**config.mk**
```make
export PLATFORM = sky130hd
export DESIGN_NAME = dmem_arbiter
export DESIGN_NICKNAME = d
export VERILOG_FILES = /design/src/rtl/dmem_arbiter.sv
export SDC_FILE = /design/constraint.sdc
export NUM_CORES = 1
export LEC_CHECK = 0
export CORE_UTILIZATION = 33
export CTS_CLUSTER_SIZE = 16
export DETAILED_ROUTE_END_ITERATION = 8
export PLACE_DENSITY = 0.67
export SLEW_MARGIN = 20
export SYNTH_ARGS = -nofsm -noshare
export SYNTH_HDL_FRONTEND = slang
export SYNTH_SLANG_ARGS = --single-unit
export TNS_END_PERCENT = 10
```
**constraint.sdc**
```tcl
create_clock -name clk -period 1.9 [get_ports clk]
set_input_delay 0.38 -clock clk [delete_from_list [all_inputs] [get_ports clk]]
set_output_delay 0.38 -clock clk [all_outputs]
set_load 0.05 [all_outputs]
```
**src/rtl/dmem_arbiter.sv**
```systemverilog
// Two-port round-robin arbiter/sequencer for a single-port 1024x32 data memory.
// Optional grant counters are enabled with the DMEM_ARB_STATS_EN macro.
module dmem_arbiter #(
  parameter int ADDR_W = 10,
  parameter int DATA_W = 32
) (
  input  logic              clk,
  input  logic              rst,
  input  logic              req0,
  input  logic              we0,
  input  logic [ADDR_W-1:0] addr0,
  input  logic [DATA_W-1:0] wdata0,
  output logic              ack0,
  output logic [DATA_W-1:0] rdata0,
  input  logic              req1,
  input  logic              we1,
  input  logic [ADDR_W-1:0] addr1,
  input  logic [DATA_W-1:0] wdata1,
  output logic              ack1,
  output logic [DATA_W-1:0] rdata1,
  output logic [ADDR_W-1:0] mem_a,
  output logic [DATA_W-1:0] mem_wd,
  output logic              mem_we,
  input  logic [DATA_W-1:0] mem_rd
`ifdef DMEM_ARB_STATS_EN
  ,
  output logic [15:0]       gnt_cnt0,
  output logic [15:0]       gnt_cnt1
`endif
);

  typedef enum logic [1:0] {IDLE, ACCESS, RESP} state_t;

  state_t state, state_next;
  logic   last_grant;
  logic   lat_port;
  logic   lat_we;
  logic   any_req;
  logic   winner;

  // On contention the port that did not win last time is favoured.
  always_comb begin
    any_req = req0 | req1;
    winner  = (req0 && req1) ? ~last_grant : ~req0;
  end

  always_comb begin
    state_next = state;
    mem_we     = 1'b0;
    case (state)
      IDLE:    if (any_req) state_next = ACCESS;
      ACCESS: begin
        mem_we     = lat_we;
        state_next = RESP;
      end
      RESP:    state_next = IDLE;
      default: state_next = IDLE;
    endcase
  end

  always_ff @(posedge clk or negedge rst) begin
    if (!rst) state <= IDLE;
    else      state <= state_next;
  end

  always_ff @(posedge clk or negedge rst) begin
    if (!rst) begin
      last_grant <= 1'b1;
      lat_port   <= 1'b0;
      lat_we     <= 1'b0;
      mem_a      <= '0;
      mem_wd     <= '0;
      ack0       <= 1'b0;
      ack1       <= 1'b0;
      rdata0     <= '0;
      rdata1     <= '0;
    end else begin
      ack0 <= 1'b0;
      ack1 <= 1'b0;
      case (state)
        IDLE: begin
          if (any_req) begin
            lat_port   <= winner;
            last_grant <= winner;
            lat_we     <= winner ? we1 : we0;
            mem_a      <= winner ? addr1 : addr0;
            mem_wd     <= winner ? wdata1 : wdata0;
          end
        end
        ACCESS: begin
          // The ack register rises together with entry to RESP.
          if (lat_port) begin
            ack1 <= 1'b1;
            if (!lat_we) rdata1 <= mem_rd;
          end else begin
            ack0 <= 1'b1;
            if (!lat_we) rdata0 <= mem_rd;
          end
        end
        default: ;
      endcase
    end
  end

`ifdef DMEM_ARB_STATS_EN
  always_ff @(posedge clk or negedge rst) begin
    if (!rst) begin
      gnt_cnt0 <= '0;
      gnt_cnt1 <= '0;
    end else if (state == IDLE && any_req) begin
      if (!winner && gnt_cnt0 != 16'hFFFF) gnt_cnt0 <= gnt_cnt0 + 16'd1;
      if (winner && gnt_cnt1 != 16'hFFFF)  gnt_cnt1 <= gnt_cnt1 + 16'd1;
    end
  end
`endif

endmodule

```
Run 1, signal wires on met3:
The bar under the picture is 20 um long.
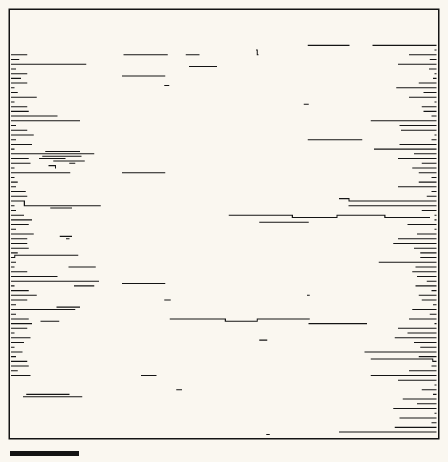
169 nets have wire on it. The layer holds 9.5% of the routed length. The wires run mostly horizontal.
M3 GR Usage: 5.95%
final WL: 13800 um
DR vias: 4222

Run 1, placement view:
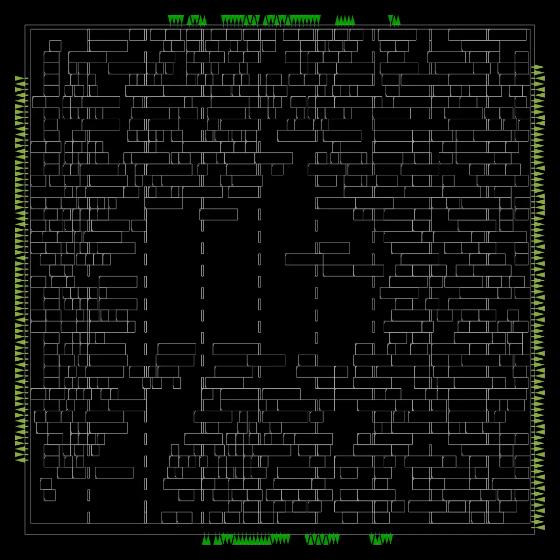
Rows: 44
Seq area share: 36.0%
Core Footprint: 14500 sq um
Util after Layout: 54.3%
Filler Cells Inserted: 1271

Run 1, placement density heat map:
12 x 12 tiles, from white (low) to dark blue (high), 0 to 100% covered.
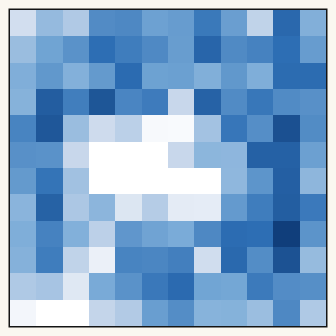
The emptiest ninth of the die: center. The fullest tile reaches 94%. 16% of the tiles are over 75% full. 6.9% of the tiles are nearly empty.

Run 1, cells colored by class:
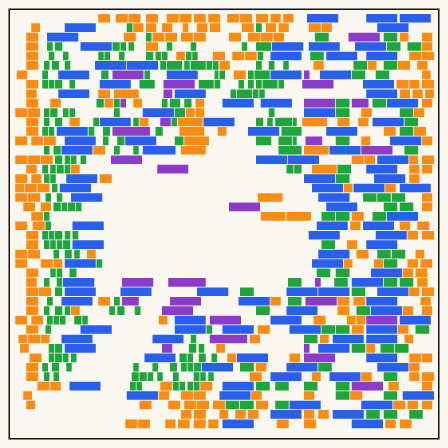
Green is all other logic, cells 253. Orange is other buffers and delay cells, cells 246. Purple is clock drivers and dummy loads, cells 30. Blue is flip-flops, cells 113.

==> results.toml, run 1 <==
# physical design summary
[final_layout]
clock_buffer_count = 20
layout_top_cell = "clkdlybuf4s50_1"
final_layout_top_logic_cells = "119 x clkdlybuf4s50_1, 112 x dfrtp_1, 75 x dlygate4sd2_1"
logic_gate_count = 251
diodes = 0
buffer_area_share_pct = 30.2
final_nets = 753
inverters = 2
drive_gt1_share_pct = 25.1
flop-count = 113
area_growth_pct = 61.7
n_all_buffers = 246
area_dominant_class = "sequential cells"
instances_no_fill = 826
comb_area_sq_um = 1820
regArea_sq_um = 2830
clkCellAreaFrac_pct = 7.65
sh_comb_area_pct = 23.2

[clocking]
cts_made_buffers = 17
cts_setup_buffers = 0
cts_resized = 75
cts_tree = "built"
clock_path_buffers = 2
path_clk_slew_ps = 50
cts.hold.buffers_added = 1
cts.sinks = 113
ctsRootBufferMaster = "clkbuf_16"
ctsHtreeMaxLevel = 4

[sta]
hold_viol = 0
skew_ps = 5.63
tightestPinTransition_ps = 521
period_minus_slack_ps = 1790
rsz0062_at_grt = "no"
hold_slack_ps = 336
maxSlewHeadroom_pct = 65.4
report.final.slew_viol_count = 0
fmax_ghz = 0.559
post-route-period-util_pct = 94.1
finalSetupViolations = 0

[synth]
yosysTopAreaCell = "dfrtp_1"
ys.flop_type = "dfrtp_1"
ys_sh_aoi_pct = 16.0
fp_nets = 526
common_cells = "112 x dfrtp_1, 62 x mux2_2, 45 x a21oi_1, 43 x nand3_1, 43 x o21ai_0"
synthDistinctLibCells = 23
synth.avg_cell_area_sq_um = 12.0
netlist_area_sq_um = 4860
logic_family = "AND-OR/OR-AND gates"
ys_cells = 404
ys_sh_xor_pct = 0
ys_async_sr_fraction_pct = 100
top_cell = "dfrtp_1"
edf_count = 0
yosysWarnings = 0
simple_gate_share_pct = 6.40
synth_adder_area_share_pct = 0
postSynthSeqShare_pct = 58.2
yosys_area_sq_um = 4860
numSynthFlops = 113
syn_inst = 404
top_area_share_pct = 57.6
topCellsByArea = "dfrtp_1 58%, mux2_2 14%, a21oi_1 4.6%"

[routing]
drc_errors = 0
met2_length_um = 6610
antenna_left = 0
vias_per_cell = 5.11
first_iter_violations = 205
dr.pass1.iters = 4
dr_wl_met3_um = 1310
routed.top_layer = "met4"
wl_met1_um = 5640
drt-wirelength-per-cell_um = 16.8

[run]
warnings = 26
max_cap_violations = 0

[outcome]
outcome = "finished, final reports clean"

[worst_setup_path]
end_kind = "primary output"
crit_type = "flop to primary output"
crit_arrival_ps = 1410
required_ps = 1520
crit_fanout = 4

[hold_path]
min_path_type = "input port to flop"

[global_routing]
grtUsageMet1_pct = 21.3
grt_overflow = 0
grt_pass1_wl_um = 20800
grt_max_degree = 42
antenna_found_initial = 0
grt.total_usage_pct = 18.2
met2_usage_pct = 29.9
busiest_layer = "met2"

[pwr]
seqPwrFrac_pct = 26.4
p_switching_uw = 7810
peakVddDrop_v = 0.000935
p_sw_share_pct = 47.6
power_uw = 16400
p_int_uw = 8580
pwr-share-clk_pct = 19.6
power.leakage_uw = 0.00335

[floorplanning]
die_w_um = 123
die-area_sq_um = 15200
fp_util_pct = 33.6
taps = 184
die_y_um = 123
pin_count = 231

[placed_design]
dp_hpwl_um = 9930
dpl.cell_count = 795
place_congestion = 0.739
port_buffers = 230
[run 1: critical path: stages, from the launching register on]
cell and delay [ps]:
dfrtp_1 410, nand2b_4 190, inv_1 80, and2_1 170, buf_12 150
[run 1: power groups by stage]
stage	clock (uW)	sequential [uW]	combinational, uW
3_3_place_gp	0	4330	9370
4_1_cts	3270	4350	8920
6_report	3210	4330	8850
5_1_grt	3410	4510	9310
3_5_place_dp	0	4400	9490
2_1_floorplan	0	8310	2260
[run 1: worst paths after layout]
path / slack, ps / start / to / cells after the start
min reg2reg: 490 / rdata1[18]$_DFFE_PN0P_ / rdata1[18]$_DFFE_PN0P_ / 1
max in group asynchronous: 830 / rst / last_grant$_DFFE_PN1P_ / 3
max reg2reg: 340 / state[1]$_DFFE_PN0P_ / rdata1[13]$_DFFE_PN0P_ / 4
max: 110 / state[1]$_DFFE_PN0P_ / mem_we / 4
min: 340 / req0 / lat_port$_DFFE_PN0P_ / 2
min in group asynchronous: 470 / rst / rdata1[28]$_DFFE_PN0P_ / 2
[run 1: sequential cells by signal, summed over array words and instances, names as in the netlist]
| name | flops |
|---|---|
| mem_wd | 32 |
| rdata0 | 32 |
| rdata1 | 32 |
| mem_a | 10 |
| state | 2 |
| ack0 | 1 |
| ack1 | 1 |
| last_grant | 1 |
| lat_port | 1 |
| lat_we | 1 |
[run 1: stage by stage]
stage	worst slack [ps]	setup TNS, ps	cell area [sq um]
3_5_place_dp	-10.7	-26.0	7350
5_1_grt	32.6	0	7870
4_1_cts	77.8	0	7870
6_report	112	0	7870
2_1_floorplan	430	0	4860
3_3_place_gp	29.0	0	7350
Run 1, sequential cells grouped by signal name:
The bar under the picture is 20 um long. Other sequential cells in the stronger gray, the rest of the logic in the fainter gray.
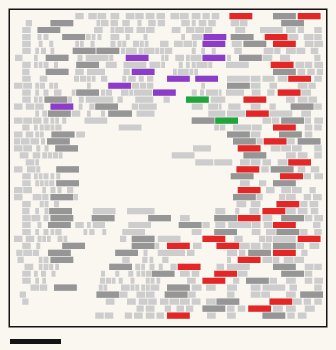

==> run 1 -> run 2 <==
--- a/config.mk
+++ b/config.mk
@@ -5,10 +5,11 @@
 export SDC_FILE = /design/constraint.sdc
 export NUM_CORES = 1
 export LEC_CHECK = 0
+export ABC_AREA = 1
 export CORE_UTILIZATION = 33
 export CTS_CLUSTER_SIZE = 16
 export DETAILED_ROUTE_END_ITERATION = 8
-export PLACE_DENSITY = 0.67
+export PLACE_DENSITY = 0.65
 export SLEW_MARGIN = 20
 export SYNTH_ARGS = -nofsm -noshare
 export SYNTH_HDL_FRONTEND = slang
Run 2, sequential cells grouped by signal name:
The bar under the picture is 50 um long. Other sequential cells in the stronger gray, the rest of the logic in the fainter gray.
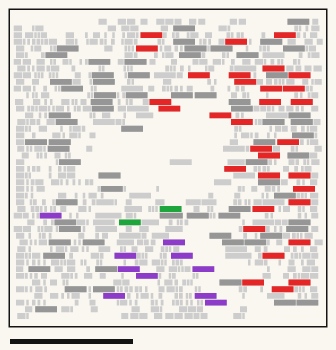
Green is state, flops 2. Purple is mem_a, flops 10, where south. Red is rdata1, flops 32.
Another 69 sequential cells are not colored.

==> run 2 against run 1 <==
Effect of this change:
- register-to-register slack improved by 110 ps
- clock-buffer cell count grew 1
- critical path depth did not move
- hold slack better by 91 ps
- wire length is 2.3% higher
- utilization down 1.2 points
- via count is 9.8% higher
- first-iteration DRC count decreased by 0.49%
- cell area up 4.2%
- clock skew is 6.0 ps higher
- fmax up 0.19%
- final cell count up 31%
==> results.toml, run 2 <==
# physical design summary
[global_routing]
antenna_found_initial = 0
grt_pass1_vias = 4582
grt_pass1_wl_um = 23100
grt_overflow = 0
grt.total_usage_pct = 18.3
grt_max_degree = 65

[worst_setup_path]
max_stage_delay_ps = 410
crit_path_top_delay_cell = "dfrtp_1"
crit_arrival_ps = 1400
crit_type = "flop to primary output"
end_kind = "primary output"
crit_fanout = 4
critPathBufInv = 2
cp_cell_sequence = "nor2_4 > inv_1 > nor2_2 > buf_12"
required_ps = 1520
cp_top_family = "flip-flops"
cp-start-kind = "flop"

[clocking]
cts.sinks = 113
cts.hold.buffers_added = 1
cts_made_buffers = 17
cts_tree = "built"
cts_resized = 56
clk-insertion-delay-late_ps = 410
ctsRootBufferMaster = "clkbuf_16"
clock_path_buffers = 2
path_clk_slew_ps = 50
cts_setup_buffers = 0
ctsHtreeMaxLevel = 4

[synth]
simple_gate_share_pct = 26.5
netlist_area_sq_um = 5280
logic_family = "simple AND/OR/NAND/NOR gates"
synth_adder_area_share_pct = 0
synth.avg_cell_area_sq_um = 8.40
mux_share_pct = 0
edf_count = 0
topCellsByArea = "dfrtp_1 53%, nand2_1 14%, inv_1 8.7%"
yosysWarnings = 0
numSynthFlops = 113
ys_sh_aoi_pct = 6.25
ys_async_sr_fraction_pct = 100
ys_sh_xor_pct = 0
top_area_share_pct = 53.0
top_cell = "nand2_1"
yosys_area_sq_um = 5280
yosysTopAreaCell = "dfrtp_1"
ys_cells = 629
fp_nets = 751
postSynthSeqShare_pct = 53.5
syn_inst = 629
ys.flop_type = "dfrtp_1"
common_cells = "195 x nand2_1, 122 x inv_1, 112 x dfrtp_1, 56 x nand3_1, 43 x o21ai_0"
synthDistinctLibCells = 19

[final_layout]
layout_top_cell = "nand2_1"
comb_area_sq_um = 1730
diodes = 0
area_growth_pct = 55.2
nFillCells = 1533
drive_gt1_share_pct = 16.2
final_layout_top_logic_cells = "195 x nand2_1, 122 x inv_1, 119 x clkdlybuf4s50_1"
reg_top3 = "mem_wd: 32 flops, rdata0: 32 flops, rdata1: 32 flops"
fin_area_sq_um = 8200
regArea_sq_um = 2830
utilization_pct = 53.1
final_nets = 982
instances_no_fill = 1084

[sta]
finalSetupViolations = 0
post-route-period-util_pct = 93.9
maxSlewHeadroom_pct = 60.8
tightestPinTransition_ps = 588
skew_ps = 11.7
hold_viol = 0
fin_ws_ps = 115
hold_slack_ps = 427
period_minus_slack_ps = 1780
report.final.slew_viol_count = 0
fmax_ghz = 0.560
fin_tns_setup_ps = 0
rsz0062_at_grt = "no"

[routing]
vias_per_cell = 4.28
dr.pass1.iters = 4
antenna_left = 0
first_iter_violations = 204
routed_wl_um = 14200
drt-wirelength-per-cell_um = 13.1
drc_errors = 0
vias = 4636

[floorplanning]
fp_util_pct = 34.2
core_area_sq_um = 15400
rows = 45
pin_count = 231
die_w_um = 129
die-area_sq_um = 16500
die_y_um = 129

[placed_design]
port_buffers = 230
dp_hpwl_um = 10300
place_congestion = 0.764
dpl.cell_count = 1051
dp_slack_ps = 228
placed_area_sq_um = 7690

[run]
warnings = 26
max_cap_violations = 0

[outcome]
outcome = "finished, final reports clean"

[hold_path]
min_path_type = "input port to flop"

[pwr]
peakVddDrop_v = 0.000977
powerDensity_nw_per_um2 = 1970
power_uw = 16200
power.leakage_uw = 0.00440
Run 2, cells colored by class:
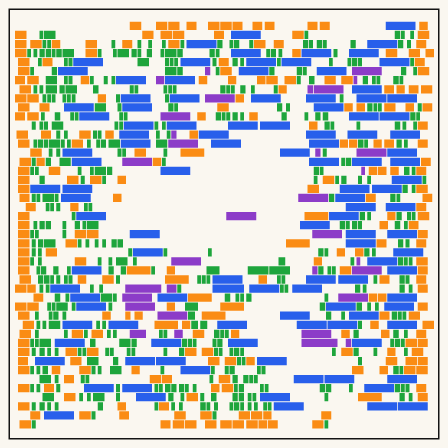
Green is all other logic, cells 482. Orange is other buffers and delay cells, cells 246. Blue is flip-flops, cells 113. Purple is clock drivers and dummy loads, cells 32.

-- run 2: cell types whose count changed in the layout (fill, tap and decap cells not counted), sizes merged, moves of 3 or more --
cell | previous run | this run
dlygate4sd2 | 75 | 56
nor2 | 2 | 6
and2 | 3 | 0
inv | 2 | 125
nand2 | 0 | 197
mux2 | 64 | 0
o21ai | 43 | 66
a31oi | 45 | 0
a21oi | 45 | 0
buf | 51 | 70
nand3 | 43 | 88
-- run 2: power breakdown --
| group | leakage (uW) | switching (uW) | internal, uW |
|---|---|---|---|
| clock network | 0.000276 | 1060 | 1950 |
| registers | 0.00138 | 655 | 3640 |
| logic | 0.00275 | 6360 | 2490 |
| total | 0.00440 | 8080 | 8080 |
-- run 2: area by class of cell --
type	instances	share of cell area, %
sequential	113	34.5
timing repair buffer	246	28.5
multi-input combinational	357	21.1
inverter	125	5.72
clock buffer	21	5.49
tap	211	3.22
clock inverter	11	1.39
-- run 2: final timing paths --
kind	startpoint	to	slack [ps]	cells past startpoint
worst max-delay path	state[1]$_DFFE_PN0P_	mem_we	120	4
worst min-delay path	req0	mem_a[1]$_DFFE_PN0P_	430	4
worst max register to register	lat_port$_DFFE_PN0P_	rdata0[27]$_DFFE_PN0P_	450	4
worst min register to register	rdata0[14]$_DFFE_PN0P_	rdata0[14]$_DFFE_PN0P_	480	2
max in group asynchronous	rst	mem_wd[6]$_DFFE_PN0P_	910	3
min in group asynchronous	rst	rdata1[20]$_DFFE_PN0P_	470	2
-- run 2: metal layers --
metal | wire, um | GRT usage (%) | vias to the layer above | share of wire (%)
met5 | 0 | 0 | - | 0
met4 | 189 | 6.16 | 0 | 1.3
met3 | 1640 | 8.61 | 16 | 12
met2 | 6370 | 29.3 | 192 | 45
met1 | 5960 | 21.5 | 2057 | 42
li1 | - | - | 2371 | -
Run 2, placement view:
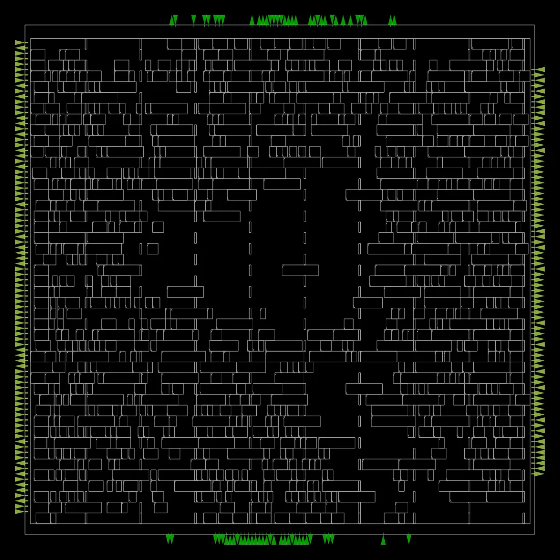

==> run 2 -> run 3 <==
--- a/config.mk
+++ b/config.mk
@@ -6,10 +6,12 @@
 export NUM_CORES = 1
 export LEC_CHECK = 0
 export ABC_AREA = 1
+export CORE_MARGIN = 2
 export CORE_UTILIZATION = 33
 export CTS_CLUSTER_SIZE = 16
 export DETAILED_ROUTE_END_ITERATION = 8
 export PLACE_DENSITY = 0.65
+export SETUP_SLACK_MARGIN = 0.2
 export SLEW_MARGIN = 20
 export SYNTH_ARGS = -nofsm -noshare
 export SYNTH_HDL_FRONTEND = slang
Run 3, placement view:
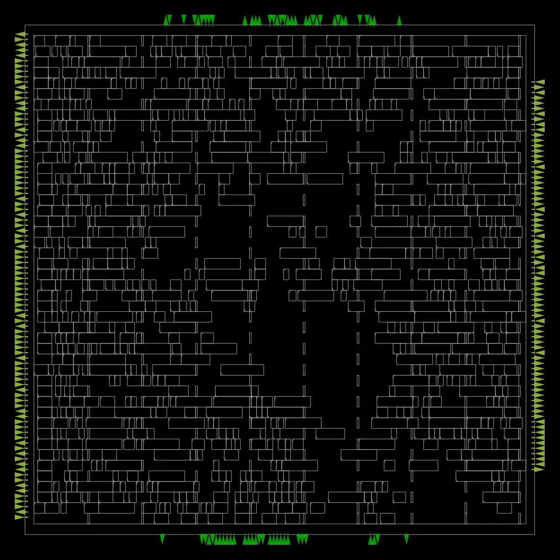
Rows: 46
Filler Cells Inserted: 1536

==> run 3 against run 2 <==
Effect of this change:
- critical path depth unchanged
- largest power group unchanged
- clock power up 7.6%
- via count up 0.26%
- register-to-register slack worse by 100 ps
- sequential share of layout area down 0.13 points
- sequential power about the same
==> results.toml, run 3 <==
# physical design summary
[clocking]
clock_path_buffers = 2
path_clk_slew_ps = 60
ctsHtreeMaxLevel = 4
cts_made_buffers = 17

[floorplanning]
die-area_sq_um = 17000
pin_count = 231
die_y_um = 131
die_w_um = 131
fp_util_pct = 33.5

[global_routing]
antenna_found_initial = 0
grt_pass1_wl_um = 23100
grt_overflow = 0
grt_max_degree = 45
grt_pass1_vias = 4578

[synth]
postSynthSeqShare_pct = 53.5
ys.flop_type = "dfrtp_1"
yosysTopAreaCell = "dfrtp_1"
synth.avg_cell_area_sq_um = 8.40
top_cell = "nand2_1"
simple_gate_share_pct = 26.5
ys_async_sr_fraction_pct = 100
ys_sh_aoi_pct = 6.25
edf_count = 0
ys_sh_xor_pct = 0
synthDistinctLibCells = 19
yosys_area_sq_um = 5280
ys_cells = 629
numSynthFlops = 113
common_cells = "195 x nand2_1, 122 x inv_1, 112 x dfrtp_1, 56 x nand3_1, 43 x o21ai_0"
top_area_share_pct = 53.0

[sta]
fmax_ghz = 0.583
report.final.slew_viol_count = 0
fin_tns_setup_ps = 0
rsz0062_at_grt = "yes"
period_minus_slack_ps = 1720
post-route-period-util_pct = 90.3
skew_ps = 9.07
finalSetupViolations = 0

[placed_design]
dp_hpwl_um = 10500
place_congestion = 0.765

[final_layout]
reg_top3 = "mem_wd: 32 flops, rdata0: 32 flops, rdata1: 32 flops"
regArea_sq_um = 2830
final_nets = 987
final_layout_top_logic_cells = "195 x nand2_1, 121 x inv_1, 119 x clkdlybuf4s50_1"

[routing]
drt-wirelength-per-cell_um = 13.5
antenna_left = 0
vias_per_cell = 4.25
vias = 4648
routed_wl_um = 14700
dr.pass1.iters = 4

[pwr]
pwr-share-comb_pct = 54.2
p_int_uw = 8290
p_sw_share_pct = 49.6
powerDensity_nw_per_um2 = 2000
pwr-share-clk_pct = 19.7
seqPwrFrac_pct = 26.1
power.leakage_uw = 0.00440
p_switching_uw = 8150
peakVddDrop_v = 0.000848
power_uw = 16400

[worst_setup_path]
crit_arrival_ps = 1340
r2r_end = "rdata0[22]$_DFFE_PN0P_"
critPathLaunch = "state[1]$_DFFE_PN0P_"
end_kind = "primary output"
reg2reg_from = "state[1]$_DFFE_PN0P_"
regToRegSetupSlack_ps = 350
crit_fanout = 4
r2r.worst_path.cells = 6
cp-start-kind = "flop"
crit_type = "flop to primary output"

[run]
max_cap_violations = 0
warnings = 28

[hold_path]
min_to = "mem_a[8]$_DFFE_PN0P_"
min_path_type = "flop to flop"
hp-start = "mem_a[8]$_DFFE_PN0P_"
min_path_cells = 2

[outcome]
outcome = "finished, final reports clean"
Run 3, cells colored by class:
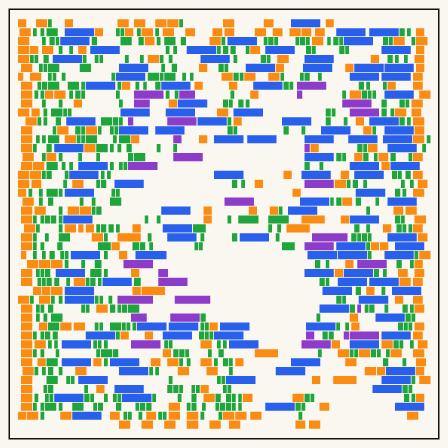
Orange is other buffers and delay cells, cells 251. Purple is clock drivers and dummy loads, cells 31. Blue is flip-flops, cells 113. Green is all other logic, cells 482.
Core Footprint: 15800 sq um
Util after Layout: 52.2%

run 3: cell counts after synthesis:
Identical to the previous run, type by type.
run 3: power by group through the flow:
stage	clock network, uW	registers, uW	logic [uW]
detailed placement	0	4320	9290
floorplan	0	8260	2290
CTS	3310	4310	8940
finish	3240	4300	8910
global placement	0	4320	9190
global route	3430	4450	9530
run 3: kinds of logic (layout without fill, tap and decap cells):
| group | count (synthesis) | in the layout |
|---|---|---|
| AND/OR/NAND/NOR | 291 | 291 |
| flip-flops | 113 | 113 |
| AND-OR/OR-AND | 66 | 66 |
| buffers and inverters | 159 | 407 |
run 3: stage by stage:
step	setup slack [ps]	hold slack, ps	cells	cell area (sq um)	util (%)
CTS	98.3	478	1089	8200	52.0
floorplan	207	84.4	629	5280	-
detailed placement	-45.0	411	1057	7640	48.4
global placement	47.7	407	1057	7640	48.4
finish	185	476	1093	8230	52.2
global route	105	497	1093	8230	52.2
run 3: layer usage:
metal	up-vias	share of wire (%)	track usage, %
li1	2389	-	-
met1	2052	46	22.6
met2	189	43	26.9
met3	18	9.8	7.70
met4	0	1.7	6.32
met5	-	0	0
run 3: cell type report:
class	instances	area share (%)
Sequential cell	113	34.4
Timing Repair Buffer	251	28.2
Tap cell	216	3.28
Clock buffer	21	5.72
Inverter	125	5.70
Clock inverter	10	1.63
Multi-Input combinational cell	357	21.1
run 3: timing repair:
item | in CTS | in global routing
hold buffers | 1 | 0
hold endpoints to repair | 31 | 0
pin swaps | 1 | 2
endpoints found under the setup margin | 50 | 39
buffers inserted | 0 | 4
gates resized | 57 | 6
run 3: critical path: stages (launching register included):
cell	delay, ps
dfrtp_1	400
nor2_4	180
inv_2	80
nor2_4	120
buf_12	140
Power figures rest on the tool's default switching activity, not on a simulated workload.
